### config.mk
export PLATFORM = sky130hd
export DESIGN_NAME = mac_rx_fcs_check
export DESIGN_NICKNAME = d
export VERILOG_FILES = /design/src/rtl/mac_rx_fcs_check.sv
export SDC_FILE = /design/constraint.sdc
export NUM_CORES = 1
export LEC_CHECK = 0
export ABC_AREA = 0
export CAP_MARGIN = 20
export CORE_MARGIN = 8
export CORE_UTILIZATION = 41
export DETAILED_ROUTE_END_ITERATION = 10
export GPL_ROUTABILITY_DRIVEN = 0
export PLACE_DENSITY_LB_ADDON = 0.3
export RECOVER_POWER = 50
export SLEW_MARGIN = 10
export SYNTH_ARGS = -nofsm -noshare
export SYNTH_HDL_FRONTEND = slang
export SYNTH_SLANG_ARGS = --single-unit
### constraint.sdc
create_clock -name clk -period 5.8 [get_ports clk]
set_input_delay 0.58 -clock clk [delete_from_list [all_inputs] [get_ports clk]]
set_output_delay 0.58 -clock clk [all_outputs]
set_load 0.05 [all_outputs]
### src/rtl/mac_rx_fcs_check.sv
// mac_rx_fcs_check
//   Sits directly after mac_rx. Takes post-SFD frame bytes (destination MAC
//   through FCS), runs CRC-32 across the whole frame, and strips the 4 FCS
//   bytes with a 4-byte delay line. Length/CRC/PHY status is attached to the
//   last payload byte.
//
// Optional feature macro: MAC_RX_STATS_EN (adds saturating frame counters).
//
// Ports
//   clk          mac_clk, all logic on rising edge
//   rst          asynchronous active-low reset
//   in_valid     in_data carries a frame byte
//   in_data      frame byte, first-received first
//   in_last      final byte of the frame (last FCS byte)
//   in_err       PHY receive error on this byte
//   out_valid    one payload byte this cycle (no backpressure)
//   out_data     payload byte, FCS removed
//   out_last     last payload byte of the frame
//   out_good     with out_last, set only when out_status == 0
//   out_status   with out_last: {phy_err, giant, runt, crc_err}
//   out_drop     one-cycle pulse: a 1..4 byte frame ended with no output
//   stat_clr     (MAC_RX_STATS_EN) synchronous counter clear
//   stat_*       (MAC_RX_STATS_EN) 32-bit saturating counters

module mac_rx_fcs_check #(
    parameter int MIN_LEN = 64,
    parameter int MAX_LEN = 1518,
    parameter int LEN_W   = 11
) (
    input  logic       clk,
    input  logic       rst,
    input  logic       in_valid,
    input  logic [7:0] in_data,
    input  logic       in_last,
    input  logic       in_err,
    output logic       out_valid,
    output logic [7:0] out_data,
    output logic       out_last,
    output logic       out_good,
    output logic [3:0] out_status,
    output logic       out_drop
`ifdef MAC_RX_STATS_EN
    ,
    input  logic        stat_clr,
    output logic [31:0] stat_good,
    output logic [31:0] stat_crc_err,
    output logic [31:0] stat_len_err,
    output logic [31:0] stat_drop
`endif
);

    localparam logic [31:0]      CRC_POLY    = 32'hEDB88320;
    localparam logic [31:0]      CRC_INIT    = 32'hFFFFFFFF;
    localparam logic [31:0]      CRC_RESIDUE = 32'hDEBB20E3;
    localparam logic [LEN_W-1:0] MIN_L       = LEN_W'(MIN_LEN);
    localparam logic [LEN_W-1:0] MAX_L       = LEN_W'(MAX_LEN);

    typedef enum logic [1:0] {IDLE, FILL, PASS} state_t;

    state_t           state;
    logic [3:0][7:0]  dly;      // dly[3] is the oldest byte
    logic [2:0]       fill;
    logic [LEN_W-1:0] len;
    logic [31:0]      crc;
    logic             phy_err;

    // Reflected CRC-32, one byte, LSB first.
    function automatic logic [31:0] crc32_byte(input logic [31:0] c, input logic [7:0] d);
        logic [31:0] r;
        r = c ^ {24'h0, d};
        for (int i = 0; i < 8; i++)
            r = r[0] ? ((r >> 1) ^ CRC_POLY) : (r >> 1);
        return r;
    endfunction

    // In IDLE the accumulators restart from their initial values, so a new
    // frame the cycle after in_last never sees stale state.
    logic [31:0]      crc_seed, crc_nxt;
    logic [LEN_W-1:0] len_base, len_nxt;
    logic [2:0]       fill_base;
    logic             phy_nxt;
    logic             emit;
    logic [3:0]       status_nxt;

    always_comb begin
        crc_seed   = (state == IDLE) ? CRC_INIT : crc;
        len_base   = (state == IDLE) ? '0 : len;
        fill_base  = (state == IDLE) ? 3'd0 : fill;
        crc_nxt    = crc32_byte(crc_seed, in_data);
        len_nxt    = (&len_base) ? len_base : len_base + LEN_W'(1);
        phy_nxt    = in_err | ((state != IDLE) & phy_err);
        // A byte arriving with the delay line full pushes the oldest one out.
        emit       = (state != IDLE) && (fill_base == 3'd4);
        status_nxt = {phy_nxt, (len_nxt > MAX_L), (len_nxt < MIN_L), (crc_nxt != CRC_RESIDUE)};
    end

    always_ff @(posedge clk or negedge rst) begin
        if (!rst) begin
            state      <= IDLE;
            dly        <= '0;
            fill       <= '0;
            len        <= '0;
            crc        <= CRC_INIT;
            phy_err    <= 1'b0;
            out_valid  <= 1'b0;
            out_data   <= '0;
            out_last   <= 1'b0;
            out_good   <= 1'b0;
            out_status <= '0;
            out_drop   <= 1'b0;
        end else begin
            out_valid  <= 1'b0;
            out_last   <= 1'b0;
            out_good   <= 1'b0;
            out_status <= '0;
            out_drop   <= 1'b0;
            if (in_valid) begin
                dly <= {dly[2:0], in_data};
                if (emit) begin
                    out_valid <= 1'b1;
                    out_data  <= dly[3];
                end
                if (in_last) begin
                    // The 4 bytes left in the delay line are the FCS; drop them.
                    state   <= IDLE;
                    crc     <= CRC_INIT;
                    len     <= '0;
                    fill    <= '0;
                    phy_err <= 1'b0;
                    if (emit) begin
                        out_last   <= 1'b1;
                        out_status <= status_nxt;
                        out_good   <= (status_nxt == 4'd0);
                    end else begin
                        out_drop   <= 1'b1;
                    end
                end else begin
                    crc     <= crc_nxt;
                    len     <= len_nxt;
                    phy_err <= phy_nxt;
                    if (emit) begin
                        state <= PASS;
                    end else begin
                        fill  <= fill_base + 3'd1;
                        state <= FILL;
                    end
                end
            end
        end
    end

`ifdef MAC_RX_STATS_EN
    // Counters key off the registered end-of-frame outputs.
    function automatic logic [31:0] sat_inc(input logic [31:0] v);
        return (&v) ? v : v + 32'd1;
    endfunction

    always_ff @(posedge clk or negedge rst) begin
        if (!rst) begin
            stat_good    <= '0;
            stat_crc_err <= '0;
            stat_len_err <= '0;
            stat_drop    <= '0;
        end else if (stat_clr) begin
            stat_good    <= '0;
            stat_crc_err <= '0;
            stat_len_err <= '0;
            stat_drop    <= '0;
        end else begin
            if (out_last && out_good)
                stat_good <= sat_inc(stat_good);
            if (out_last && out_status[0])
                stat_crc_err <= sat_inc(stat_crc_err);
            if (out_last && (out_status[1] || out_status[2]))
                stat_len_err <= sat_inc(stat_len_err);
            if (out_drop)
                stat_drop <= sat_inc(stat_drop);
        end
    end
`endif

endmodule

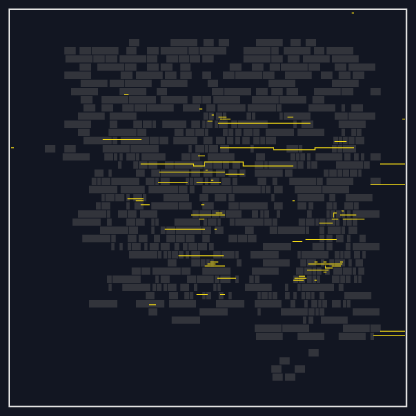
*Met3 routing, run 1*
Drawn at 3 px/um.
wire length on this layer = 390 um
longest straight run = 30.6 um
share of all routed wire = 3.2%
main direction = horizontal
nets with wire on the layer = 38
Vias: 3866
met3 GRT Util: 0.0252
final WL: 12100 um

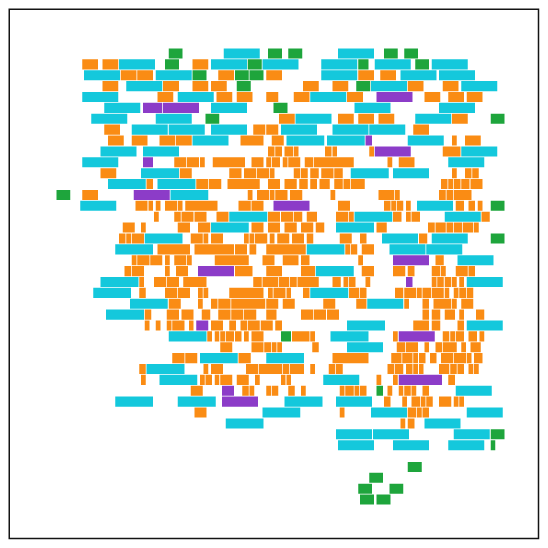
*Cells colored by class, run 1*
Drawn at 4 px/um.
green -> remaining buffers and delay cells  # cells 30, share of their area 4.8%
cyan -> registers  # cells 97, share of their area 42%
purple -> clock drivers and dummy loads  # cells 16, share of their area 5.1%
orange -> remaining logic cells  # cells 391, share of their area 48%
Seq area share: 0.401
design area: 6150 um2
Core Box Area: 13200 um2

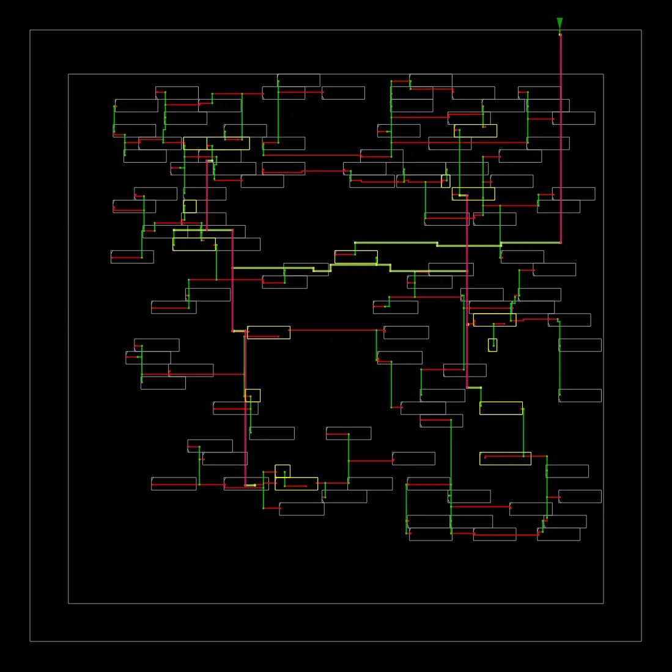
*Clock wiring as the flow saved it, run 1*
CLK BUF: 10
clk pwr: 614 uW
worst skew pair latency: 0.35 ns
Clock Sinks: 97

==> results.py, run 1 <==
# Metrics from the implementation run
metrics = {
    "grt": {
        "grt_antenna_before_repair": 0,
    },
    "floorplan": {
        "ios": 29,
        "nWellTaps": 176,
        "fp-utilization": 0.418,
        "die_h_um": 132,
    },
    "logic_synthesis": {
        "postSynthSeqShare": 0.448,
        "top_logic_kind": "XOR/XNOR gates",
        "yosys_area_um2": 5510,
        "async_flop_share": 1.00,
        "syn-instance-count": 522,
        "synth_area_um2": 5510,
        "synth-edff-count": 0,
        "top_cell": "dfrtp_1",
        "synthDistinctLibCells": 64,
        "yosys_cells": 522,
    },
    "power_and_ir_drop": {
        "power-top-group": "registers",
        "p_sw_frac": 0.334,
        "p_sw_uw": 814,
        "power_density_nw_per_um2": 396,
    },
    "route": {
        "drt_iter0_markers": 260,
    },
    "hold_path": {
        "hold_start": "dly[14]$_DFFE_PN0P_",
        "holdPathEnd": "dly[22]$_DFFE_PN0P_",
        "hold_depth": 1,
    },
    "layout": {
        "layout_top_cells": "dfrtp_1 (65), nor2_1 (63), xnor2_1 (58), mux2_2 (41), a21oi_1 (37)",
        "flop-count": 97,
        "final_cells": 710,
        "nFillCells": 1203,
        "seq_area_um2": 2470,
        "buffer_area_frac": 0.0462,
        "signal_buffers": 30,
        "final_common_cell": "dfrtp_1",
        "final-clk-cell-share": 0.0494,
    },
    "flow_run": {
        "maxCapViolCount": 1,
        "warning_count": 27,
    },
    "clock_tree": {
        "cts_hold_buffers": 0,
    },
    "final_timing": {
        "finalMaxSlewViolations": 71,
        "setup_tns_ns": 0,
        "setup_viol": 0,
        "timing.hold.ws_ns": 0.500,
        "period_used_share": 0.635,
    },
    "placed_design": {
        "portBuffers": 28,
    },
    "worst_setup_path": {
        "crit_chain": "nor2_2 -> nor2_1 -> xnor2_4 -> ha_1 -> nand2_1 -> or4bb_1 -> a2111oi_2 -> nand4_1 -> nor3_1 -> and4bb_1 -> nor4bb_4",
        "path_max_fanout": 16,
        "start_kind": "register",
        "r2r_setup_slack_ns": 2.12,
        "critical_path_buf_inv_count": 0,
    },
    "outcome": {
        "violations": "capacitance limit, slew limit",
        "status": "finished with violations",
    },
}
## run 1: how the worst max path moves through the flow
stage	startpoint	endpoint	slack, ns
finish	state[1]$_DFFE_PN0P_	out_good$_DFF_PN0_	2.12
global route	state[1]$_DFFE_PN0P_	out_good$_DFF_PN0_	1.83
CTS	state[1]$_DFFE_PN0P_	out_good$_DFF_PN0_	2.08
detailed placement	in_data[1]	out_good$_DFF_PN0_	1.87
global placement	in_data[1]	out_good$_DFF_PN0_	1.98
floorplan	state[1]$_DFFE_PN0P_	out_good$_DFF_PN0_	2.43
## run 1: metal layers
metal  global-route usage  share of wire  vias to the layer above  routed length [um]
met3               0.0252          0.032                       31                 390
met1                0.183           0.45                     1913                5410
li1                     -              -                     1819                   -
met2                0.236           0.49                      103                5970
met5                    0              0                        -                   0
met4               0.0664          0.028                        0                 334
==> run 1 -> run 2 <==
==> constraint.sdc (replaced) <==
create_clock -name clk -period 3.6 [get_ports clk]
set_input_delay 0.36 -clock clk [delete_from_list [all_inputs] [get_ports clk]]
set_output_delay 0.36 -clock clk [all_outputs]
set_load 0.05 [all_outputs]
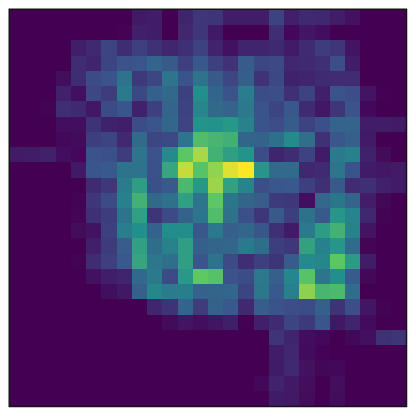
*Wire density map, run 2*
Drawn at 3 px/um. 26 x 26 tiles, from dark purple (low) to yellow (high), scaled to the fullest tile. Values are wire area over tile area, all layers added.
fullest tile = 0.70
tiles over half the peak = 6.8%
mean over tiles = 0.11
emptiest ninth of the die = lower left
Vias: 3877
Total GRT Usage: 0.147
final WL: 12200 um
Avg WL per Cell: 16.9 um

==> results.py, run 2 <==
# Metrics from the implementation run
metrics = {
    "outcome": {
        "status": "finished with violations",
        "violations": "capacitance limit, slew limit",
    },
    "flow_run": {
        "warning_count": 27,
        "maxCapViolCount": 2,
    },
    "logic_synthesis": {
        "synth_area_um2": 5510,
        "syn-instance-count": 522,
        "postSynthSeqShare": 0.448,
        "async_flop_share": 1.00,
        "yosys_cells": 522,
        "yosys_area_um2": 5510,
        "top_cell": "dfrtp_1",
        "synth-edff-count": 0,
    },
    "worst_setup_path": {
        "start_kind": "register",
        "path_max_fanout": 5,
        "endpoint": "out_good$_DFF_PN0_",
        "critical_path_buf_inv_count": 0,
        "crit_chain": "xnor2_1 -> o21ai_0 -> and2_2 -> ha_1 -> nand2_1 -> or4bb_1 -> a2111oi_2 -> nand4_1 -> nor3_1 -> and4bb_1 -> nor4bb_4",
        "startpoint": "crc[0]$_DFFE_PN1P_",
    },
    "final_timing": {
        "finalMaxSlewViolations": 100,
        "timing.hold.ws_ns": 0.411,
        "setup_viol": 0,
    },
    "floorplan": {
        "ios": 29,
    },
    "layout": {
        "final_common_cell": "dfrtp_1",
        "final_area_um2": 6230,
        "final_cells": 722,
    },
    "route": {
        "wl_met3_um": 695,
        "drt_iter0_markers": 256,
        "highest_layer": "met5",
        "dr_wl_met2_um": 5930,
    },
}
run 2: layer usage:
| layer | vias to the layer above | global-route usage |
|---|---|---|
| met4 | 2 | 0.0491 |
| met3 | 25 | 0.0408 |
| met2 | 119 | 0.239 |
| met1 | 1900 | 0.183 |
| met5 | - | 0 |
| li1 | 1831 | - |
run 2: area by class of cell:
type / count / area [um2]
repair buffers: 43 / 382
fillers: 1219 / 6960
clock inverters: 3 / 42.5
multi-input cells: 376 / 2820
flip-flops and latches: 97 / 2470
clock buffers: 12 / 246
inverters: 15 / 56.3
well taps: 176 / 220
run 2: power by group:
group	switching (mW)	total [mW]	internal (mW)
logic	0.737	1.43	0.692
clock network	0.391	0.944	0.553
registers	0.165	1.55	1.38
Power is estimated from default activity; no workload was simulated.
